===== config.mk =====
export PLATFORM = sky130hd
export DESIGN_NAME = hazard_scheduler
export DESIGN_NICKNAME = d
export VERILOG_FILES = /design/src/rtl/hazard_scheduler.sv
export SDC_FILE = /design/constraint.sdc
export NUM_CORES = 1
export LEC_CHECK = 0
export CAP_MARGIN = 30
export CORE_MARGIN = 1.5
export CORE_UTILIZATION = 45
export CTS_BUF_LIST = sky130_fd_sc_hd__clkbuf_8
export CTS_CLUSTER_SIZE = 10
export DETAILED_ROUTE_END_ITERATION = 8
export GPL_ROUTABILITY_DRIVEN = 0
export PLACE_DENSITY = 0.86
export REMOVE_ABC_BUFFERS = 1
export SLEW_MARGIN = 20
export SYNTH_ARGS = -nofsm -noshare
export SYNTH_HDL_FRONTEND = slang
export SYNTH_SLANG_ARGS = --single-unit

===== constraint.sdc =====
create_clock -name clk -period 5.15 [get_ports clk]
set_input_delay 0.515 -clock clk [delete_from_list [all_inputs] [get_ports clk]]
set_output_delay 0.515 -clock clk [all_outputs]
set_load 0.02 [all_outputs]

===== src/rtl/hazard_scheduler.sv =====
// hazard_scheduler: load-use stall and taken-branch squash sequencer for the
// 5-stage pipeline. Control outputs are combinational from State and the
// hazard/branch inputs; State, the stall/flush down-counter and the two
// saturating debug event counters are registered.
module hazard_scheduler #(
    parameter int REG_ADDR_W   = 5,
    parameter int PC_W         = 8,
    parameter int STALL_CYCLES = 1,
    parameter int FLUSH_CYCLES = 2,
    parameter int CNT_W        = 16
) (
    input  logic                  clk,
    input  logic                  rst,
    input  logic [REG_ADDR_W-1:0] IF_ID_Rs1,
    input  logic [REG_ADDR_W-1:0] IF_ID_Rs2,
    input  logic                  IF_ID_UsesRs2,
    input  logic [REG_ADDR_W-1:0] ID_EX_Rd,
    input  logic                  ID_EX_MemRead,
    input  logic                  EX_MEM_Branch,
    input  logic [PC_W-1:0]       EX_MEM_BranchTarget,
    output logic                  PC_Write,
    output logic                  IF_ID_Write,
    output logic                  IF_ID_Flush,
    output logic                  ID_EX_Bubble,
    output logic                  PC_Load,
    output logic [PC_W-1:0]       PC_LoadValue,
    output logic [1:0]            State,
    output logic [CNT_W-1:0]      StallCount,
    output logic [CNT_W-1:0]      FlushCount
);

    localparam logic [1:0] S_RUN   = 2'd0;
    localparam logic [1:0] S_STALL = 2'd1;
    localparam logic [1:0] S_FLUSH = 2'd2;

    // The down-counter holds "extra cycles left after this one", so it never
    // needs to represent more than max(STALL_CYCLES, FLUSH_CYCLES) - 2.
    localparam int MAX_C = (STALL_CYCLES > FLUSH_CYCLES) ? STALL_CYCLES : FLUSH_CYCLES;
    localparam int DC_W  = (MAX_C > 2) ? $clog2(MAX_C - 1) : 1;
    localparam logic [DC_W-1:0] STALL_INIT = DC_W'((STALL_CYCLES > 1) ? STALL_CYCLES - 2 : 0);
    localparam logic [DC_W-1:0] FLUSH_INIT = DC_W'((FLUSH_CYCLES > 1) ? FLUSH_CYCLES - 2 : 0);

    logic [1:0]       state_q, state_d;
    logic [DC_W-1:0]  dc_q, dc_d;
    logic [CNT_W-1:0] stall_cnt_q, stall_cnt_d;
    logic [CNT_W-1:0] flush_cnt_q, flush_cnt_d;
    logic             hz;
    logic             stall_inc;
    logic             flush_inc;

    assign hz = ID_EX_MemRead && (ID_EX_Rd != '0) &&
                ((ID_EX_Rd == IF_ID_Rs1) || (IF_ID_UsesRs2 && (ID_EX_Rd == IF_ID_Rs2)));

    // Next-state, event strobes and pipeline control outputs.
    always_comb begin
        // NOTE: every signal gets a default first so no path through the case
        // leaves one unassigned, which would otherwise infer a latch.
        state_d      = state_q;
        dc_d         = dc_q;
        stall_inc    = 1'b0;
        flush_inc    = 1'b0;
        PC_Write     = 1'b1;
        IF_ID_Write  = 1'b1;
        IF_ID_Flush  = 1'b0;
        ID_EX_Bubble = 1'b0;
        PC_Load      = 1'b0;
        PC_LoadValue = '0;

        if (state_q == S_FLUSH) begin
            // Wrong-path cycles: branch and hazard inputs are not trusted.
            IF_ID_Flush  = 1'b1;
            ID_EX_Bubble = 1'b1;
            if (dc_q == '0) state_d = S_RUN;
            else            dc_d    = dc_q - 1'b1;
        end else if (EX_MEM_Branch) begin
            // Taken branch wins over a pending stall or a new hazard.
            PC_Load      = 1'b1;
            PC_LoadValue = EX_MEM_BranchTarget;
            IF_ID_Flush  = 1'b1;
            ID_EX_Bubble = 1'b1;
            flush_inc    = 1'b1;
            if (FLUSH_CYCLES > 1) begin
                state_d = S_FLUSH;
                dc_d    = FLUSH_INIT;
            end else begin
                state_d = S_RUN;
            end
        end else if (state_q == S_STALL) begin
            PC_Write     = 1'b0;
            IF_ID_Write  = 1'b0;
            ID_EX_Bubble = 1'b1;
            stall_inc    = 1'b1;
            if (dc_q == '0) state_d = S_RUN;
            else            dc_d    = dc_q - 1'b1;
        end else if (hz) begin
            PC_Write     = 1'b0;
            IF_ID_Write  = 1'b0;
            ID_EX_Bubble = 1'b1;
            stall_inc    = 1'b1;
            if (STALL_CYCLES > 1) begin
                state_d = S_STALL;
                dc_d    = STALL_INIT;
            end else begin
                state_d = S_RUN;
            end
        end else begin
            state_d = S_RUN;
        end

        // While reset is asserted the pipeline front end is held quiet.
        if (rst) begin
            PC_Write     = 1'b0;
            IF_ID_Write  = 1'b0;
            IF_ID_Flush  = 1'b1;
            ID_EX_Bubble = 1'b1;
            PC_Load      = 1'b0;
            PC_LoadValue = '0;
        end
    end

    // Saturating event counters: stick at all-ones.
    always_comb begin
        stall_cnt_d = (stall_inc && (stall_cnt_q != '1)) ? stall_cnt_q + 1'b1 : stall_cnt_q;
        flush_cnt_d = (flush_inc && (flush_cnt_q != '1)) ? flush_cnt_q + 1'b1 : flush_cnt_q;
    end

    // State register with synchronous active-high reset.
    always_ff @(posedge clk) begin
        // NOTE: non-blocking assignments so all registers update from the
        // same pre-edge values regardless of statement order.
        if (rst) begin
            state_q     <= S_RUN;
            dc_q        <= '0;
            stall_cnt_q <= '0;
            flush_cnt_q <= '0;
        end else begin
            state_q     <= state_d;
            dc_q        <= dc_d;
            stall_cnt_q <= stall_cnt_d;
            flush_cnt_q <= flush_cnt_d;
        end
    end

    assign State      = state_q;
    assign StallCount = stall_cnt_q;
    assign FlushCount = flush_cnt_q;

endmodule


==> impl_metrics.ini <==
; implementation run metrics
[yosys]
synthDistinctLibCells = 37
ys_warn_count = 0
ys_cells = 226
flop_cell = dfxtp_1
edf_count = 0
yosys_area_sq_um = 1880
xor_share_pct = 11.2
topCombFamilyByArea = simple AND/OR/NAND/NOR gates
area_leaders = dfxtp_1 (35%), xor2_1 (10%), nor2_1 (4.4%)
synth_area_sq_um = 1880
synthArstFlopShare_pct = 0
synth_flops = 33
ys_sh_adder_pct = 1.33
synth.area.mux_share_pct = 2.94
top_area_cell = dfxtp_1

[cts]
path_clk_slew_ns = 0.07
cts_sinks = 33
root_buffer = clkbuf_8
h-tree-depth = 2
postCtsResizedCells = 0
cts_buffer_depth = 2
cts_buffers = 5
hold_buffers = 0

[worst_setup_path]
critPathKind = in2out
critPathLaunchType = input pin
rr_worst_depth = 6
endpoint = IF_ID_Write
rr_startpoint = StallCount[0]

[run]
tool_warnings = 25
drv_cap = 0

[route]
drt_first_pass_iters = 4
wl_per_cell_um = 13.6
totalWireLength_um = 4710

[placement]
dpl_worst_slack_ns = 1.87
dpl.hpwl_um = 3480
port_buffers = 73
dpl.cell_count = 339

[final_timing]
drv_slew = 0
max_freq_mhz = 304
hold_viol_final = 0
rsz0062_at_grt = false
finalWorstSetupSlack_ns = 1.86

[power_and_ir_drop]
p_leak_nw = 0.943
finalPower_uw = 554
peakVddDrop_mv = 0.157
p_per_area_nw_per_um2 = 203

[cells_and_area]
nNetsFinal = 326
stdcell_count = 347
logic_area_sq_um = 1150
drive_gt1_share_pct = 5.05
layout_top_cells = clkdlybuf4s50_1 (73), dfxtp_1 (33), xor2_1 (22), nor2_1 (22)
diodes = 0
seqCellArea_sq_um = 661
fin_util_pct = 68.2

[worst_hold_path]
min_to = StallCount[15]
hold_class = reg2reg
hold_depth = 2

[global_route]
grt_pass1_wl_um = 7090
first_global_vias = 1624

[die]
fp_util_pct = 46.9
num_rows = 23
die_x_um = 67.6
num_io_pins = 75

[outcome]
status = finished, final reports clean
[state kept, by name (all words and copies together), names as in the netlist]
| name | cells |
|---|---|
| StallCount | 16 |
| State | 1 |
| FlushCount | 16 |
[area by class of cell]
cell class                      instances  area share [%]
Sequential cell                        33            24.2
Tap cell                               50            2.29
Multi-Input combinational cell        178            42.0
Clock buffer                            7            3.53
Clock inverter                          1           0.183
Inverter                                3           0.413
Timing Repair Buffer                   75            27.3
[worst max-delay path, cell delays in order]
cell and delay [ns]:
clkdlybuf4s50_1 0.47, or4_1 0.57, o211a_1 0.34, a21oi_1 0.24, clkdlybuf4s50_1 0.64
[layer usage]
layer | track usage (%) | vias up | routed length, um | part of all wire [%]
li1 | - | 972 | - | -
met1 | 23.1 | 892 | 1970 | 42
met2 | 34.8 | 71 | 2230 | 47
met3 | 6.67 | 5 | 455 | 9.7
met4 | 7.91 | 0 | 63 | 1.3
met5 | 0 | - | 0 | 0
[through the flow]
step,instance area (sq um),hold slack (ns)
after detailed placement,2630,0.495
final,2730,0.503
after floorplan,1820,0.547
after global placement,2630,0.483
after global routing,2730,0.551
after CTS,2730,0.505
[synthesized netlist by cell type (all sizes together), types with 5 or more instances]
cell	number
and4	6
and2	9
nand2	9
o31ai	7
or4	10
or3	7
nand3	14
nand4	8
nor2b	6
a21oi	14
o21ai	10
clkbuf	7
dfxtp	33
xor2	22
buf	5
nor2	22
[power by group]
| group | internal (mW) | switching [mW] | leakage, nW |
|---|---|---|---|
| clock network | 0.121 | 0.0975 | 0.0542 |
| logic | 0.0399 | 0.0356 | 0.623 |
| registers | 0.257 | 0.00253 | 0.266 |
wire_density.png
The die is cut into 14 by 14 equal tiles; white is low, dark blue is high, scaled to the fullest tile. Values are wire area over tile area, all layers added.
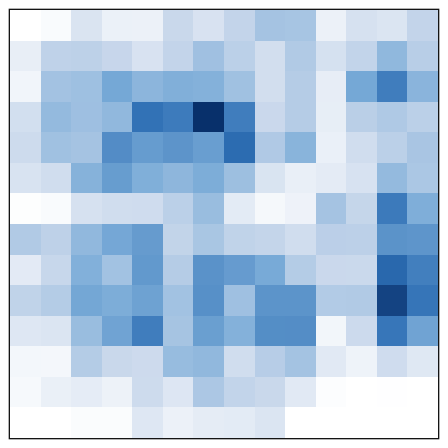
The densest ninth of the die: top centre. 19% of the tiles are over half the peak. The mean over all tiles is 0.17. 6.6% of the tiles are nearly empty. The fullest tile reaches 0.55.

pins.png
Bar = 20 um. Pins as bars across the die edge, other pins in grey.
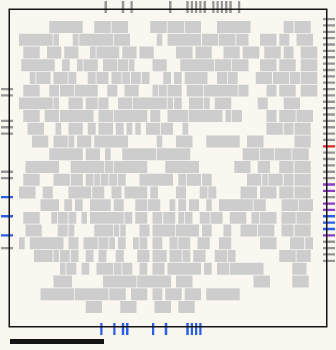
Red shows IF_ID_UsesRs2, pins 1, direction input, edge right. Blue shows StallCount, pins 16, direction output, edge 10 bottom, 3 right, 3 left. Purple shows ID_EX_Rd, pins 5, direction input, edge right.
All pins by edge: 39 right, 15 top, 11 left, 10 bottom.

gate_families.png
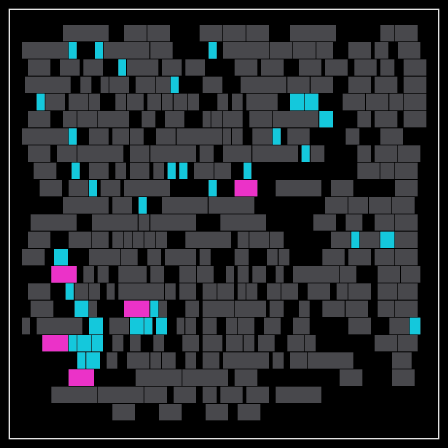
Cyan shows NOR gates, cells 35. Magenta shows multiplexers, cells 5.

Power figures rest on the tool's default switching activity, not on a simulated workload.
